placed.png
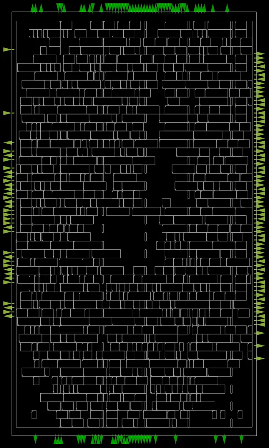
port_trees.png
Drawn at 4 px/micron.
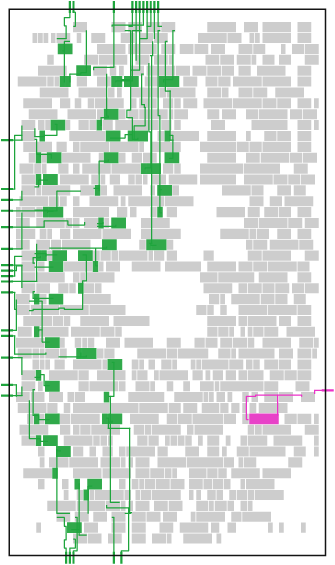
class_map.png
Drawn at 3 px/micron.
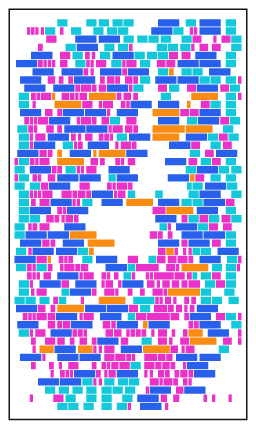
ff_map.png
Drawn at 3 px/micron.
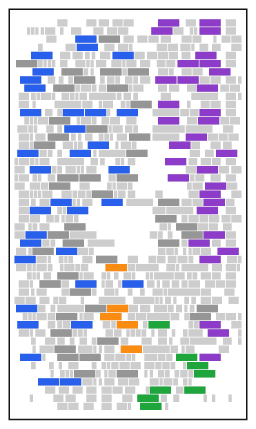
clock_wires.png
Drawn at 3 px/micron.
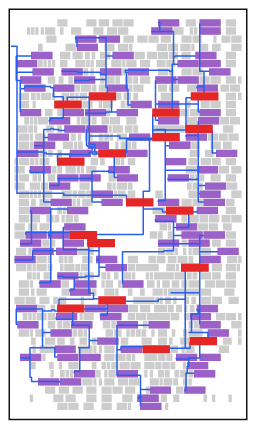
### src/rtl/debug_pkg.sv
// debug_pkg -- shared types and constants for the debug register access block.
//
// Contents:
//   REG_ADDR_W   : width of a register index (x0..x31).
//   DBG_XLEN     : register data width carried by the captured request.
//                  The top-level XLEN parameter must match this value.
//   dbg_state_t  : FSM state encoding for debug_reg_ctrl.
//   dbg_req_t    : captured debug request (write, addr, wdata).
//   is_x0()      : true when a register index addresses the hardwired-zero x0.
package debug_pkg;

    localparam int REG_ADDR_W = 5;
    localparam int DBG_XLEN   = 32;

    typedef enum logic [2:0] {
        IDLE      = 3'd0,
        HALT_WAIT = 3'd1,
        ACCESS    = 3'd2,
        RESP      = 3'd3,
        HOLD      = 3'd4,
        RESUME    = 3'd5
    } dbg_state_t;

    typedef struct packed {
        logic                  write;
        logic [REG_ADDR_W-1:0] addr;
        logic [DBG_XLEN-1:0]   wdata;
    } dbg_req_t;

    function automatic logic is_x0(input logic [REG_ADDR_W-1:0] addr);
        return (addr == '0);
    endfunction

endpackage

### src/rtl/debug_halt_timer.sv
// debug_halt_timer -- counts cycles spent waiting for the pipeline to halt.
//
// Ports:
//   clk    : clock, rising edge.
//   rst    : synchronous active-high reset, clears the count.
//   start  : count enable; the counter advances while start=1 until it expires.
//   clear  : synchronous clear, restarts the count from zero.
//   expire : high while the count equals TIMEOUT.
//
// Parameters:
//   TIMEOUT : number of counted cycles before expire asserts.
module debug_halt_timer #(
    parameter int TIMEOUT = 255
) (
    input  logic clk,
    input  logic rst,
    input  logic start,
    input  logic clear,
    output logic expire
);

    localparam int CNT_W = (TIMEOUT < 1) ? 1 : $clog2(TIMEOUT + 1);

    logic [CNT_W-1:0] cnt_reg;

    assign expire = (cnt_reg == CNT_W'(TIMEOUT));

    // The count parks at TIMEOUT so expire stays asserted until cleared.
    always_ff @(posedge clk) begin
        if (rst || clear) begin
            cnt_reg <= '0;
        end else if (start && !expire) begin
            cnt_reg <= cnt_reg + CNT_W'(1);
        end
    end

endmodule

### src/rtl/debug_reg_ctrl.sv
// debug_reg_ctrl -- debug access controller for the integer register file.
//
// A debug request halts the pipeline (halt_req / halted handshake), performs
// one register read or write through the register file's debug port, and
// returns a response. After a successful access the pipeline stays halted for
// one HOLD cycle so a follow-up request can go straight to ACCESS without
// re-halting. If the pipeline does not report halted within HALT_TIMEOUT
// cycles the request completes with dbg_rsp_err=1 and no register access.
//
// Ports:
//   clk, rst                      : clock and synchronous active-high reset.
//   dbg_req_valid/ready           : request handshake (ready only in IDLE/HOLD).
//   dbg_req_write/addr/wdata      : request fields.
//   dbg_rsp_valid/ready           : response handshake.
//   dbg_rsp_rdata, dbg_rsp_err    : read data (0 for writes/errors), timeout flag.
//   halt_req, halted              : pipeline stall request and acknowledge.
//   rf_raddr, rf_rdata            : register file debug read port (combinational data).
//   rf_we, rf_waddr, rf_wdata     : register file debug write port.
//   stat_access_cnt, stat_timeout_cnt : saturating statistics.
//
// Configuration:
//   DEBUG_REG_CTRL_STATS_EN : when defined, the statistics counters are built;
//                             otherwise the stat ports are tied to zero.
module debug_reg_ctrl
    import debug_pkg::*;
#(
    parameter int HALT_TIMEOUT = 255,
    parameter int XLEN         = DBG_XLEN
) (
    input  logic                  clk,
    input  logic                  rst,
    input  logic                  dbg_req_valid,
    output logic                  dbg_req_ready,
    input  logic                  dbg_req_write,
    input  logic [REG_ADDR_W-1:0] dbg_req_addr,
    input  logic [XLEN-1:0]       dbg_req_wdata,
    output logic                  dbg_rsp_valid,
    input  logic                  dbg_rsp_ready,
    output logic [XLEN-1:0]       dbg_rsp_rdata,
    output logic                  dbg_rsp_err,
    output logic                  halt_req,
    input  logic                  halted,
    output logic [REG_ADDR_W-1:0] rf_raddr,
    input  logic [XLEN-1:0]       rf_rdata,
    output logic                  rf_we,
    output logic [REG_ADDR_W-1:0] rf_waddr,
    output logic [XLEN-1:0]       rf_wdata,
    output logic [15:0]           stat_access_cnt,
    output logic [7:0]            stat_timeout_cnt
);

    dbg_state_t            state_reg, state_next;
    dbg_req_t              req_reg, req_next;
    logic                  halt_req_reg, halt_req_next;
    logic                  rsp_valid_reg, rsp_valid_next;
    logic                  rsp_err_reg, rsp_err_next;
    logic [XLEN-1:0]       rsp_rdata_reg, rsp_rdata_next;
    logic                  rf_we_reg, rf_we_next;
    logic [REG_ADDR_W-1:0] rf_waddr_reg, rf_waddr_next;
    logic [XLEN-1:0]       rf_wdata_reg, rf_wdata_next;
    logic [REG_ADDR_W-1:0] rf_raddr_reg, rf_raddr_next;

    logic timer_start;
    logic timer_clear;
    logic timer_expire;

    debug_halt_timer #(
        .TIMEOUT (HALT_TIMEOUT)
    ) u_halt_timer (
        .clk    (clk),
        .rst    (rst),
        .start  (timer_start),
        .clear  (timer_clear),
        .expire (timer_expire)
    );

    assign dbg_req_ready = (state_reg == IDLE) || (state_reg == HOLD);
    assign dbg_rsp_valid = rsp_valid_reg;
    assign dbg_rsp_err   = rsp_err_reg;
    assign dbg_rsp_rdata = rsp_rdata_reg;
    assign halt_req      = halt_req_reg;
    assign rf_we         = rf_we_reg;
    assign rf_waddr      = rf_waddr_reg;
    assign rf_wdata      = rf_wdata_reg;
    assign rf_raddr      = rf_raddr_reg;

    always_comb begin
        state_next     = state_reg;
        req_next       = req_reg;
        halt_req_next  = halt_req_reg;
        rsp_valid_next = rsp_valid_reg;
        rsp_err_next   = rsp_err_reg;
        rsp_rdata_next = rsp_rdata_reg;
        rf_we_next     = 1'b0;
        rf_waddr_next  = rf_waddr_reg;
        rf_wdata_next  = rf_wdata_reg;
        rf_raddr_next  = rf_raddr_reg;
        timer_start    = 1'b0;
        timer_clear    = 1'b0;

        unique case (state_reg)
            IDLE: begin
                if (dbg_req_valid) begin
                    req_next.write = dbg_req_write;
                    req_next.addr  = dbg_req_addr;
                    req_next.wdata = dbg_req_wdata;
                    rf_raddr_next  = dbg_req_addr;
                    halt_req_next  = 1'b1;
                    timer_clear    = 1'b1;
                    state_next     = HALT_WAIT;
                end
            end

            HALT_WAIT: begin
                timer_start = 1'b1;
                if (halted) begin
                    // The write strobe is registered, so it is armed here and
                    // is high for exactly the ACCESS cycle. halted was seen
                    // high and halt_req stays asserted, so the pipeline is
                    // still halted when the strobe is out.
                    rf_we_next = req_reg.write && !is_x0(req_reg.addr);
                    if (req_reg.write) begin
                        rf_waddr_next = req_reg.addr;
                        rf_wdata_next = req_reg.wdata;
                    end
                    state_next = ACCESS;
                end else if (timer_expire) begin
                    rsp_valid_next = 1'b1;
                    rsp_err_next   = 1'b1;
                    rsp_rdata_next = '0;
                    halt_req_next  = 1'b0;
                    state_next     = RESP;
                end
            end

            ACCESS: begin
                rsp_valid_next = 1'b1;
                rsp_err_next   = 1'b0;
                rsp_rdata_next = (!req_reg.write && !is_x0(req_reg.addr)) ? rf_rdata : '0;
                state_next     = RESP;
            end

            RESP: begin
                if (dbg_rsp_ready) begin
                    rsp_valid_next = 1'b0;
                    // The error flag marks the timeout path, where halt_req
                    // has already been dropped and there is nothing to hold.
                    state_next     = rsp_err_reg ? IDLE : HOLD;
                end
            end

            HOLD: begin
                if (dbg_req_valid) begin
                    req_next.write = dbg_req_write;
                    req_next.addr  = dbg_req_addr;
                    req_next.wdata = dbg_req_wdata;
                    rf_raddr_next  = dbg_req_addr;
                    if (halted) begin
                        rf_we_next = dbg_req_write && !is_x0(dbg_req_addr);
                        if (dbg_req_write) begin
                            rf_waddr_next = dbg_req_addr;
                            rf_wdata_next = dbg_req_wdata;
                        end
                        state_next = ACCESS;
                    end else begin
                        // Pipeline unexpectedly left halt: wait again with
                        // halt_req still asserted rather than access blind.
                        timer_clear = 1'b1;
                        state_next  = HALT_WAIT;
                    end
                end else begin
                    halt_req_next = 1'b0;
                    state_next    = RESUME;
                end
            end

            RESUME: begin
                if (!halted) begin
                    state_next = IDLE;
                end
            end

            default: begin
                halt_req_next  = 1'b0;
                rsp_valid_next = 1'b0;
                state_next     = IDLE;
            end
        endcase
    end

    always_ff @(posedge clk) begin
        if (rst) begin
            state_reg     <= IDLE;
            req_reg       <= '0;
            halt_req_reg  <= 1'b0;
            rsp_valid_reg <= 1'b0;
            rsp_err_reg   <= 1'b0;
            rsp_rdata_reg <= '0;
            rf_we_reg     <= 1'b0;
            rf_waddr_reg  <= '0;
            rf_wdata_reg  <= '0;
            rf_raddr_reg  <= '0;
        end else begin
            state_reg     <= state_next;
            req_reg       <= req_next;
            halt_req_reg  <= halt_req_next;
            rsp_valid_reg <= rsp_valid_next;
            rsp_err_reg   <= rsp_err_next;
            rsp_rdata_reg <= rsp_rdata_next;
            rf_we_reg     <= rf_we_next;
            rf_waddr_reg  <= rf_waddr_next;
            rf_wdata_reg  <= rf_wdata_next;
            rf_raddr_reg  <= rf_raddr_next;
        end
    end

`ifdef DEBUG_REG_CTRL_STATS_EN
    logic [15:0] access_cnt_reg;
    logic [7:0]  timeout_cnt_reg;
    logic        timeout_event;

    assign timeout_event = (state_reg == HALT_WAIT) && !halted && timer_expire;

    always_ff @(posedge clk) begin
        if (rst) begin
            access_cnt_reg  <= '0;
            timeout_cnt_reg <= '0;
        end else begin
            if ((state_reg == ACCESS) && (access_cnt_reg != '1)) begin
                access_cnt_reg <= access_cnt_reg + 16'd1;
            end
            if (timeout_event && (timeout_cnt_reg != '1)) begin
                timeout_cnt_reg <= timeout_cnt_reg + 8'd1;
            end
        end
    end

    assign stat_access_cnt  = access_cnt_reg;
    assign stat_timeout_cnt = timeout_cnt_reg;
`else
    assign stat_access_cnt  = '0;
    assign stat_timeout_cnt = '0;
`endif

endmodule

### config.mk
export PLATFORM = sky130hd
export DESIGN_NAME = debug_reg_ctrl
export DESIGN_NICKNAME = d
export VERILOG_FILES = /design/src/rtl/debug_pkg.sv /design/src/rtl/debug_halt_timer.sv /design/src/rtl/debug_reg_ctrl.sv
export SDC_FILE = /design/constraint.sdc
export NUM_CORES = 1
export LEC_CHECK = 0
export CORE_ASPECT_RATIO = 1.75
export CORE_UTILIZATION = 49
export DETAILED_ROUTE_END_ITERATION = 16
export PLACE_DENSITY = 0.86
export SLEW_MARGIN = 20
export SYNTH_ARGS = -nofsm -noshare
export SYNTH_HDL_FRONTEND = slang
export SYNTH_SLANG_ARGS = --single-unit
### constraint.sdc
create_clock -name clk -period 3.1 [get_ports clk]
set_input_delay 0.775 -clock clk [delete_from_list [all_inputs] [get_ports clk]]
set_output_delay 0.775 -clock clk [all_outputs]
set_load 0.05 [all_outputs]
==> results.sh <==
# yosys + openroad results
export IMPL_outcome="finished clean"
export IMPL_seqPwrFrac_pct=39.2
export IMPL_area_leaders="dfxtp_1 (48%), a21oi_1 (7.9%), mux2i_1 (7.5%)"
export IMPL_grt_usage_pct=24.7
export IMPL_nNetsFinal=751
export IMPL_path_delay_family="buffers and inverters"
export IMPL_clock_area_share_pct=8.11
export IMPL_wl_per_cell_microns=16.3
export IMPL_drtPass1Iterations=4
export IMPL_grt_busiest_layer="met2"
export IMPL_maxPowerGroup="clock"
export IMPL_via_per_inst=5.56
export IMPL_grt_overflow_total=0
export IMPL_via_count=4517
export IMPL_timing_clock_skew_ns=0.00843
export IMPL_met3WireLength_microns=804
export IMPL_required_ns=2.32
export IMPL_min_to="req_reg[14]"
export IMPL_ant_nets=0
export IMPL_grt_pass1_vias=4351
export IMPL_n_all_buffers=165
export IMPL_clockBufferDepth=2
export IMPL_gp_congestion=0.830
export IMPL_yosys_warnings=0
export IMPL_setup_viol=0
export IMPL_hold_buffers=0
export IMPL_synth_simple_area_share_pct=12.2
export IMPL_power_per_cell_area_nw_per_um2=618
export IMPL_common_cells="dfxtp_1 (122), a21oi_1 (80), nand2_1 (79), a211oi_1 (38), mux2i_1 (38)"
export IMPL_buffer_area_share_pct=22.9
export IMPL_cp_start_kind="flip-flop"
export IMPL_cp_end_kind="primary output"
export IMPL_tightest_slew_ns=0.565
export IMPL_gr_usage_met3_pct=8.19
export IMPL_finalSetupTns_ns=0
export IMPL_ctsResizeCount=0
export IMPL_async_reset_ff_share_pct=0
export IMPL_post_cts_buffers=0
export IMPL_crit_chain="nor2_1 -> clkdlybuf4s50_1"
export IMPL_ys_types=49
export IMPL_min_from="req_reg[14]"
export IMPL_dp_final_hpwl_microns=9020
export IMPL_pg_clk_mw=1.90
export IMPL_crit_buf_inv=1
export IMPL_cts_tree="yes"
export IMPL_clkTransAtPathRegs_ns=0.05
export IMPL_route_detailed_drc=0
export IMPL_htreeDepth=4
export IMPL_setup_ws_ns=0.320
export IMPL_drv_slew=0
export IMPL_highest_layer="met4"
export IMPL_slowest_stage="clkdlybuf4s50_1"
export IMPL_final_cell_mix="clkdlybuf4s50_1 (151), dfxtp_1 (122), a21oi_1 (80)"
export IMPL_crit_arrival_ns=2.01
export IMPL_cp_depth=2
export IMPL_pwr_share_clk_pct=43.4
export IMPL_synth_area_sq_um=5040
export IMPL_synth_flops=122
export IMPL_total_power_mw=4.37
export IMPL_power_frac_comb_pct=17.4
export IMPL_regToRegStartpoint="state_reg[0]"
export IMPL_p_sw_mw=1.20
export IMPL_cp_startpoint="state_reg[0]"
export IMPL_use_met1_pct=26.4
export IMPL_portBuffers=153
export IMPL_initialDrtViolationCount=185
export IMPL_crit_end="dbg_req_ready"
export IMPL_drt_met1_wl_microns=5000
export IMPL_hold_viol=0
export IMPL_io_pins=178
export IMPL_area_delta_synth_final_pct=40.3
export IMPL_topCombFamilyByArea="AND-OR/OR-AND gates"
export IMPL_ff_type="dfxtp_1"
export IMPL_fp_dieH_microns=136
export IMPL_dieArea_sq_um=10700
export IMPL_leakage_nw=2.47
export IMPL_placed_cell_area_sq_um=6500
export IMPL_fp_utilization_pct=50.9
export IMPL_worstHoldPathType="flip-flop to flip-flop"
export IMPL_ys_cells=539
export IMPL_reg2reg_depth=5
export IMPL_wirelength_microns=13300
export IMPL_top_area_share_pct=48.4
export IMPL_r2r_setup_slack_ns=0.89
export IMPL_largest_class="flip-flops and latches"
export IMPL_internal_power_mw=3.17
export IMPL_synth_cellmix_xorXnorShare_pct=1.04
export IMPL_syn_avg_cell_area_sq_um=9.36
export IMPL_crit_fanout=14
export IMPL_antenna_found_initial=0
export IMPL_timing_final_crit_share_pct=89.7
export IMPL_irDropWorstVdd_uv=509
export IMPL_diodes=0
export IMPL_ys_chip_area_sq_um=5040
export IMPL_p_comb_uw=762
export IMPL_comb_share_pct=32.1
export IMPL_pre_cts_slack_ns=0.407
export IMPL_largest_register_ffs=33
export IMPL_grt_max_degree=39
export IMPL_chipWidth_microns=78.7
export IMPL_timing_fmax_mhz=360
export IMPL_synth_edff_count=0
export IMPL_drv_cap=0
export IMPL_grt_met2_usage_pct=42.9
export IMPL_rsz0062_at_grt="no"
export IMPL_seq_area_frac_synth_pct=48.4
export IMPL_numCtsBuffers=17
export IMPL_slew_limit_headroom_pct=62.4
export IMPL_met2_wirelength_microns=7070
export IMPL_nNonClkInverters=2
export IMPL_ys_sh_mux_pct=7.54
export IMPL_yosys_area_top_type="dfxtp_1"
export IMPL_fin_cells=813
export IMPL_drive_gt1_share_pct=7.41
export IMPL_max_stage_delay_ns=0.87
export IMPL_clock_latency_ns=0.40
export IMPL_synthAoiAreaFrac_pct=21.9
export IMPL_grt_first_pass_wirelength_microns=20500
export IMPL_path_class="flip-flop to primary output"
export IMPL_comb_area_sq_um=2270
export IMPL_mostFrequentLayoutCell="clkdlybuf4s50_1"
export IMPL_p_sw_share_pct=27.4
export IMPL_post_synth_top_count_cell="dfxtp_1"
export IMPL_synth_cells=539
export IMPL_tool_warnings=26
export IMPL_synthAdderAreaFrac_pct=0.248
export IMPL_comb_cells=367
export IMPL_period_needed_ns=2.78
export IMPL_dp_cells=781
export IMPL_reg2reg_to="dbg_rsp_rdata[13]"
Back to the opening pictures, placed.png:
seq_cells: 122
Seq area share: 34.5%
core box area: 9910 sq um
number of fill cells in the layout: 751
tap cells: 125

Back to the opening pictures, port_trees.png:
[magenta] `dbg_rsp_valid` | direction: output | edge: right | end cells: 1 | wire: 28.8 microns
[green] `dbg_req_wdata` | direction: input | edge: 16 left, 11 top, 5 bottom | end cells: 64 | wire: 925 microns

Back to the opening pictures, class_map.png:
[orange] clock drivers and dummy loads | cells: 32
[magenta] remaining logic cells | cells: 369
[cyan] remaining buffers and delay cells | cells: 165
[blue] sequential cells | cells: 122
final design utilization: 71.4%
row cnt: 48
final instance area: 7080 sq um

Back to the opening pictures, ff_map.png:
[orange] `rf_waddr` | flops: 5 | where: bottom middle
[green] `u_halt_timer.cnt_reg` | flops: 8
[purple] `dbg_rsp_rdata` | flops: 32
[blue] `req_reg` | flops: 33
not colored: 44
Seq. pwr: 1.71 mW
Storage cell area: 2440 sq um

Back to the opening pictures, clock_wires.png:
[red] clock-net drivers | count: 17
[purple] flip-flops | count: 122
[blue] clock wires | length: 1460 microns
flops lie: spread over the die

No activity file was given, so power comes from the tool's default toggle rates.
